**Track usage over the die**

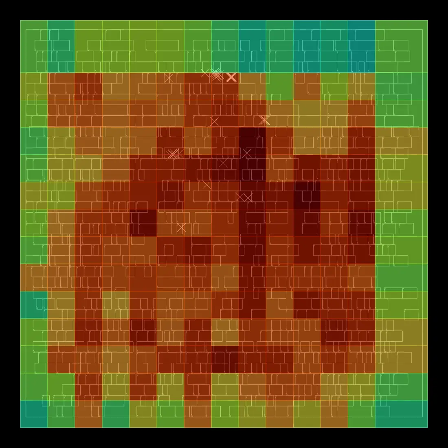
**Gate-type map**

Drawn at 3 px/um.
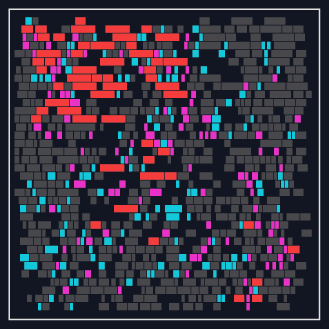
**Placement by cell class**

Drawn at 4 px/um.
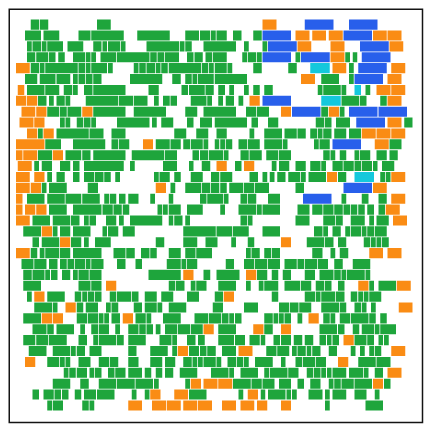
**Pin map**

Drawn at 4 px/um. Pins as bars across the die edge, other pins in grey.
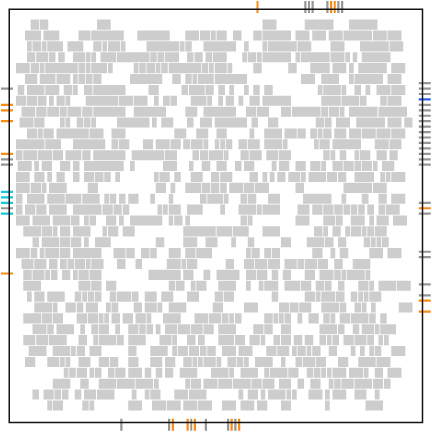
**Zoomed window**

Region (39, 18) to (64, 43) um. Cells in grey, sequential cells in the stronger grey; small squares are vias.
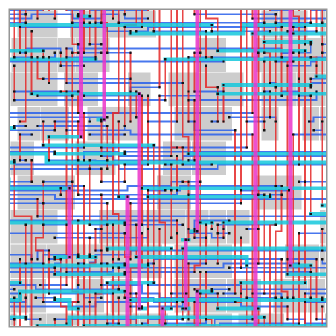
===== src/rtl/alu.sv =====
// ---------------------------------------------------------------------------
// alu -- single-cycle-latency integer ALU for the little-computer datapath.
//
// Takes an opcode and two register operands. The result and the status flags
// are computed combinationally and registered on the rising clock edge, so
// they appear one clock after the operands are presented and are held until
// the next edge. A new operation may be issued every cycle; there is no
// handshake.
//
// Ports
//   clk     in   1           system clock, rising-edge active
//   rst     in   1           synchronous reset, active-high (wins over op)
//   op      in   AluOpWidth  operation select (see OP_* encodings)
//   reg1    in   RegWidth    operand A
//   reg2    in   RegWidth    operand B / shift amount (full unsigned value)
//   regOut  out  RegWidth    registered result
//   zero    out  1           registered: regOut == 0
//   neg     out  1           registered: regOut[RegWidth-1]
//   carry   out  1           registered: carry-out (ADD) / no-borrow (SUB)
//   ovf     out  1           registered: signed overflow (ADD/SUB)
// ---------------------------------------------------------------------------
module alu #(
  parameter int RegWidth   = 16,
  parameter int AluOpWidth = 4
) (
  input  logic                  clk,
  input  logic                  rst,
  input  logic [AluOpWidth-1:0] op,
  input  logic [RegWidth-1:0]   reg1,
  input  logic [RegWidth-1:0]   reg2,
  output logic [RegWidth-1:0]   regOut,
  output logic                  zero,
  output logic                  neg,
  output logic                  carry,
  output logic                  ovf
);

  localparam logic [AluOpWidth-1:0] OP_ADD   = AluOpWidth'(0);
  localparam logic [AluOpWidth-1:0] OP_SUB   = AluOpWidth'(1);
  localparam logic [AluOpWidth-1:0] OP_AND   = AluOpWidth'(2);
  localparam logic [AluOpWidth-1:0] OP_OR    = AluOpWidth'(3);
  localparam logic [AluOpWidth-1:0] OP_XOR   = AluOpWidth'(4);
  localparam logic [AluOpWidth-1:0] OP_NOR   = AluOpWidth'(5);
  localparam logic [AluOpWidth-1:0] OP_SL    = AluOpWidth'(6);
  localparam logic [AluOpWidth-1:0] OP_SRL   = AluOpWidth'(7);
  localparam logic [AluOpWidth-1:0] OP_SRA   = AluOpWidth'(8);
  localparam logic [AluOpWidth-1:0] OP_SLT   = AluOpWidth'(9);
  localparam logic [AluOpWidth-1:0] OP_SLTU  = AluOpWidth'(10);
  localparam logic [AluOpWidth-1:0] OP_PASSB = AluOpWidth'(11);
  localparam logic [AluOpWidth-1:0] OP_NOTA  = AluOpWidth'(12);

  localparam int                    ShamtWidth = $clog2(RegWidth);
  localparam int                    Msb        = RegWidth - 1;
  // Shift amounts at or above this saturate (all bits shifted out).
  localparam logic [RegWidth-1:0]   ShiftLimit = RegWidth'(RegWidth);

  logic [RegWidth:0]     sum_ext;
  logic [RegWidth:0]     diff_ext;
  logic [ShamtWidth-1:0] shamt;
  logic                  shift_big;
  logic                  lt_signed;
  logic                  lt_unsigned;
  logic [RegWidth-1:0]   result_next;
  logic                  carry_next;
  logic                  ovf_next;

  always_comb begin
    // Widened by one bit so the carry / borrow lands in bit RegWidth.
    sum_ext     = {1'b0, reg1} + {1'b0, reg2};
    diff_ext    = {1'b0, reg1} - {1'b0, reg2};
    shamt       = reg2[ShamtWidth-1:0];
    shift_big   = (reg2 >= ShiftLimit);
    lt_signed   = ($signed(reg1) < $signed(reg2));
    lt_unsigned = (reg1 < reg2);

    result_next = '0;
    carry_next  = 1'b0;
    ovf_next    = 1'b0;

    case (op)
      OP_ADD: begin
        result_next = sum_ext[RegWidth-1:0];
        carry_next  = sum_ext[RegWidth];
        ovf_next    = (reg1[Msb] == reg2[Msb]) && (sum_ext[Msb] != reg1[Msb]);
      end
      OP_SUB: begin
        result_next = diff_ext[RegWidth-1:0];
        // Top bit of the widened difference is the borrow; carry is its inverse.
        carry_next  = ~diff_ext[RegWidth];
        ovf_next    = (reg1[Msb] != reg2[Msb]) && (diff_ext[Msb] != reg1[Msb]);
      end
      OP_AND:   result_next = reg1 & reg2;
      OP_OR:    result_next = reg1 | reg2;
      OP_XOR:   result_next = reg1 ^ reg2;
      OP_NOR:   result_next = ~(reg1 | reg2);
      OP_SL:    result_next = shift_big ? '0 : (reg1 << shamt);
      OP_SRL:   result_next = shift_big ? '0 : (reg1 >> shamt);
      OP_SRA:   result_next = shift_big ? {RegWidth{reg1[Msb]}}
                                        : RegWidth'($signed(reg1) >>> shamt);
      OP_SLT:   result_next = {{(RegWidth-1){1'b0}}, lt_signed};
      OP_SLTU:  result_next = {{(RegWidth-1){1'b0}}, lt_unsigned};
      OP_PASSB: result_next = reg2;
      OP_NOTA:  result_next = ~reg1;
      // Reserved encodings fall through to the zero result / cleared flags.
      default: begin
        result_next = '0;
        carry_next  = 1'b0;
        ovf_next    = 1'b0;
      end
    endcase
  end

  always_ff @(posedge clk) begin
    if (rst) begin
      regOut <= '0;
      zero   <= 1'b1;
      neg    <= 1'b0;
      carry  <= 1'b0;
      ovf    <= 1'b0;
    end else begin
      regOut <= result_next;
      zero   <= (result_next == '0);
      neg    <= result_next[Msb];
      carry  <= carry_next;
      ovf    <= ovf_next;
    end
  end

endmodule


===== config.mk =====
export PLATFORM = sky130hd
export DESIGN_NAME = alu
export DESIGN_NICKNAME = d
export VERILOG_FILES = /design/src/rtl/alu.sv
export SDC_FILE = /design/constraint.sdc
export NUM_CORES = 1
export LEC_CHECK = 0
export CORE_UTILIZATION = 55
export DETAILED_ROUTE_END_ITERATION = 6
export HOLD_SLACK_MARGIN = 0.05
export PLACE_DENSITY = 0.78
export SETUP_SLACK_MARGIN = 0.2
export SYNTH_ARGS = -nofsm -noshare
export SYNTH_HDL_FRONTEND = slang
export SYNTH_SLANG_ARGS = --single-unit

===== constraint.sdc =====
create_clock -name clk -period 4.9 [get_ports clk]
set_input_delay 0.98 -clock clk [delete_from_list [all_inputs] [get_ports clk]]
set_output_delay 0.98 -clock clk [all_outputs]
set_load 0.02 [all_outputs]

==> flow_results.org <==
#+TITLE: Synthesis and PnR summary

** Outcome
- The final reports fail on DRC.
- The flow ran to the end, but the final reports show violations.

** Drt
- The DRC violation total left in the routed layout is recorded as 58.
- In the log, the iteration count for the first detailed-route pass is 7.

** Place
- According to the dpl log, the detail-placed design has an HPWL of 17900 um.
- STA on the placed design reports a worst setup slack of 0.0758 ns.
- Once placement finished, the instance area stood at 0.00641 mm2.
- Per the placement log, port buffering inserted 57 buffers.
- Per the gpl log, the routability congestion estimate is 1.09.
- In this run, placement finished with an instance count of 929.

** Power and ir drop
- Clock power share :: 0.114
- Peak ir drop on the vdd network :: 0.103 mV
- Sw Ratio :: 0.483
- Leakage component of the power :: 2.59 nW
- Power density over the cells :: 148 mW/mm2

** Yosys
- Counting flops with a built-in enable in the synthesized netlist gives 0.
- The most used flip-flop cell after synthesis is sky130_fd_sc_hd__dfxtp_1.
- After synthesis, the design contains 761 cells according to Yosys.
- The synthesized netlist handed to floorplanning was reported with a cell count of 761.
- Number of register bits inferred by synthesis :: 19
- After synthesis, the share of flip-flops with an asynchronous set or reset is 0.
- Warning count from the yosys run :: 0

** GRT
- Vias in the first global route :: 6340

** Layout
- The fraction of cell area in sequential cells is reported as 0.0588.
- Design area :: 0.00647 mm2
- Core utilization of the finished layout :: 0.659
- FF+latch count :: 19
- Largest class :: combinational gates

** STA
- Rel. slew slack :: 0.379
- Setup repair after global routing left no endpoint under its margin.
- Fin crit share :: 0.906
- Final min period :: 4.44 ns
- Derived from the worst setup path, the maximum achievable clock frequency is 0.225 GHz.

** Run
- Reported max-cap violation count :: 0
- Number of warnings in the stage logs :: 62

** Clock network
- Clock root cell :: sky130_fd_sc_hd__clkbuf_8
- In this run the number of H-tree levels came out at 1.
- Clock Tree Buf Depth :: 2
- CTS tree :: done

** Critical path
- The most numerous cell type found on the critical path is sky130_fd_sc_hd__o21bai_1.
- Peak fanout along the critical path :: 3
- The slowest stage of the critical path belongs to the cell sky130_fd_sc_hd__clkdlybuf4s50_1.
- The worst setup path is launched from a primary input.
- By startpoint and endpoint, the worst setup path is classified as in2reg.

** Hold path
- Beginning of the worst hold path :: reg2[2]
- Terminating pin of the worst hold path :: regOut[2]$_SDFF_PP0_

** Die
- Horizontal die dimension :: 103 um
- The die covers 0.0106 mm2.
- The report lists the number of standard-cell rows as 36.
- Number of top-level pins :: 58
Back to the opening pictures, 'track usage over the die':
Global Route Usage Sum: 0.461
met3 routing resource usage after global routing: 0.140

Back to the opening pictures, 'gate-type map':
legend:
  cyan:
    family: nor cells
    cells: 125
    where: all over the die
  red:
    family: mux cells
    cells: 54
  magenta:
    family: nand cells
    cells: 106
    where: all over the die

Back to the opening pictures, 'placement by cell class':
legend:
  green:
    class: remaining logic cells
    cells: 672
  blue:
    class: registers
    cells: 19
  cyan:
    class: clock drivers and dummy loads
    cells: 4
  orange:
    class: remaining buffers and delay cells
    cells: 105

Back to the opening pictures, 'pin map':
legend:
  cyan:
    port: op
    pins: 4
    direction: input
    edge: left
  blue:
    port: zero
    pins: 1
    direction: output
    edge: right
  orange:
    port: reg1
    pins: 16
    direction: input
    edge: 5 left, 5 bottom, 3 right, 3 top

Back to the opening pictures, 'zoomed window':
legend:
  blue:
    layer: M1
  cyan:
    layer: M3
  red:
    layer: M2
  magenta:
    layer: M4
most frequent: buf_4 (5), nor2_1 (4), ha_1 (3)
cells with their middle in the window: 49
sequential cells in the window: 0

-- synth_stat cells, drive strengths merged (9+ instances only) --
library cell	number	area [um2]
nor2	72	270
ha	52	651
nand2	52	195
a21oi	46	230
clkbuf	46	173
inv	46	173
o21ai	42	210
buf	24	125
mux4	23	518
nand3	23	120
dfxtp	19	380
nor2b	19	119
a211oi	17	133
nand2b	17	106
mux2	16	180
mux2i	15	150
nor3	14	81.3
nor4	12	81.3
o211ai	11	82.6
a211o	10	87.6
o22ai	10	62.6
or2	9	56.3
-- cells by family (layout without fill, tap and decap cells) --
group                    after synthesis  count (layout)  share of synthesized area
AND-OR/OR-AND                        245             245                      0.312
XOR/XNOR                               7               7                     0.0109
adder cells (fa/ha/maj)               54              54                      0.123
buffers and inverters                116             155                     0.0839
flip-flops                            19              19                     0.0679
multiplexers                          54              54                      0.151
AND/OR/NAND/NOR                      266             266                      0.251
-- metal layers --
layer  vias up  wire, um  GRT usage  share of wire
met1      3138      8550      0.584           0.36
met4         2      1700      0.258          0.071
met5         -        12          0        0.00050
met3       158      3430      0.140           0.14
li1       2963         -          -              -
met2       630     10100      0.696           0.43
-- worst max-delay path by stage --
stage,end,cells after the start
after detailed placement,zero$_SDFF_PP1_,11
after global routing,zero$_SDFF_PP1_,12
after global placement,zero$_SDFF_PP1_,11
after CTS,zero$_SDFF_PP1_,11
after floorplan,zero$_SDFF_PP1_,13
final,zero$_SDFF_PP1_,12
-- registers in the layout (all words and copies together) (netlist names) --
register,count
regOut,16
carry,1
ovf,1
zero,1
-- what timing repair did --
item,in CTS,in global routing
gates resized,0,2
endpoints found under the setup margin,0,3
buffers inserted,0,0
hold endpoints to repair,0,0
No activity file was given, so power comes from the tool's default toggle rates.
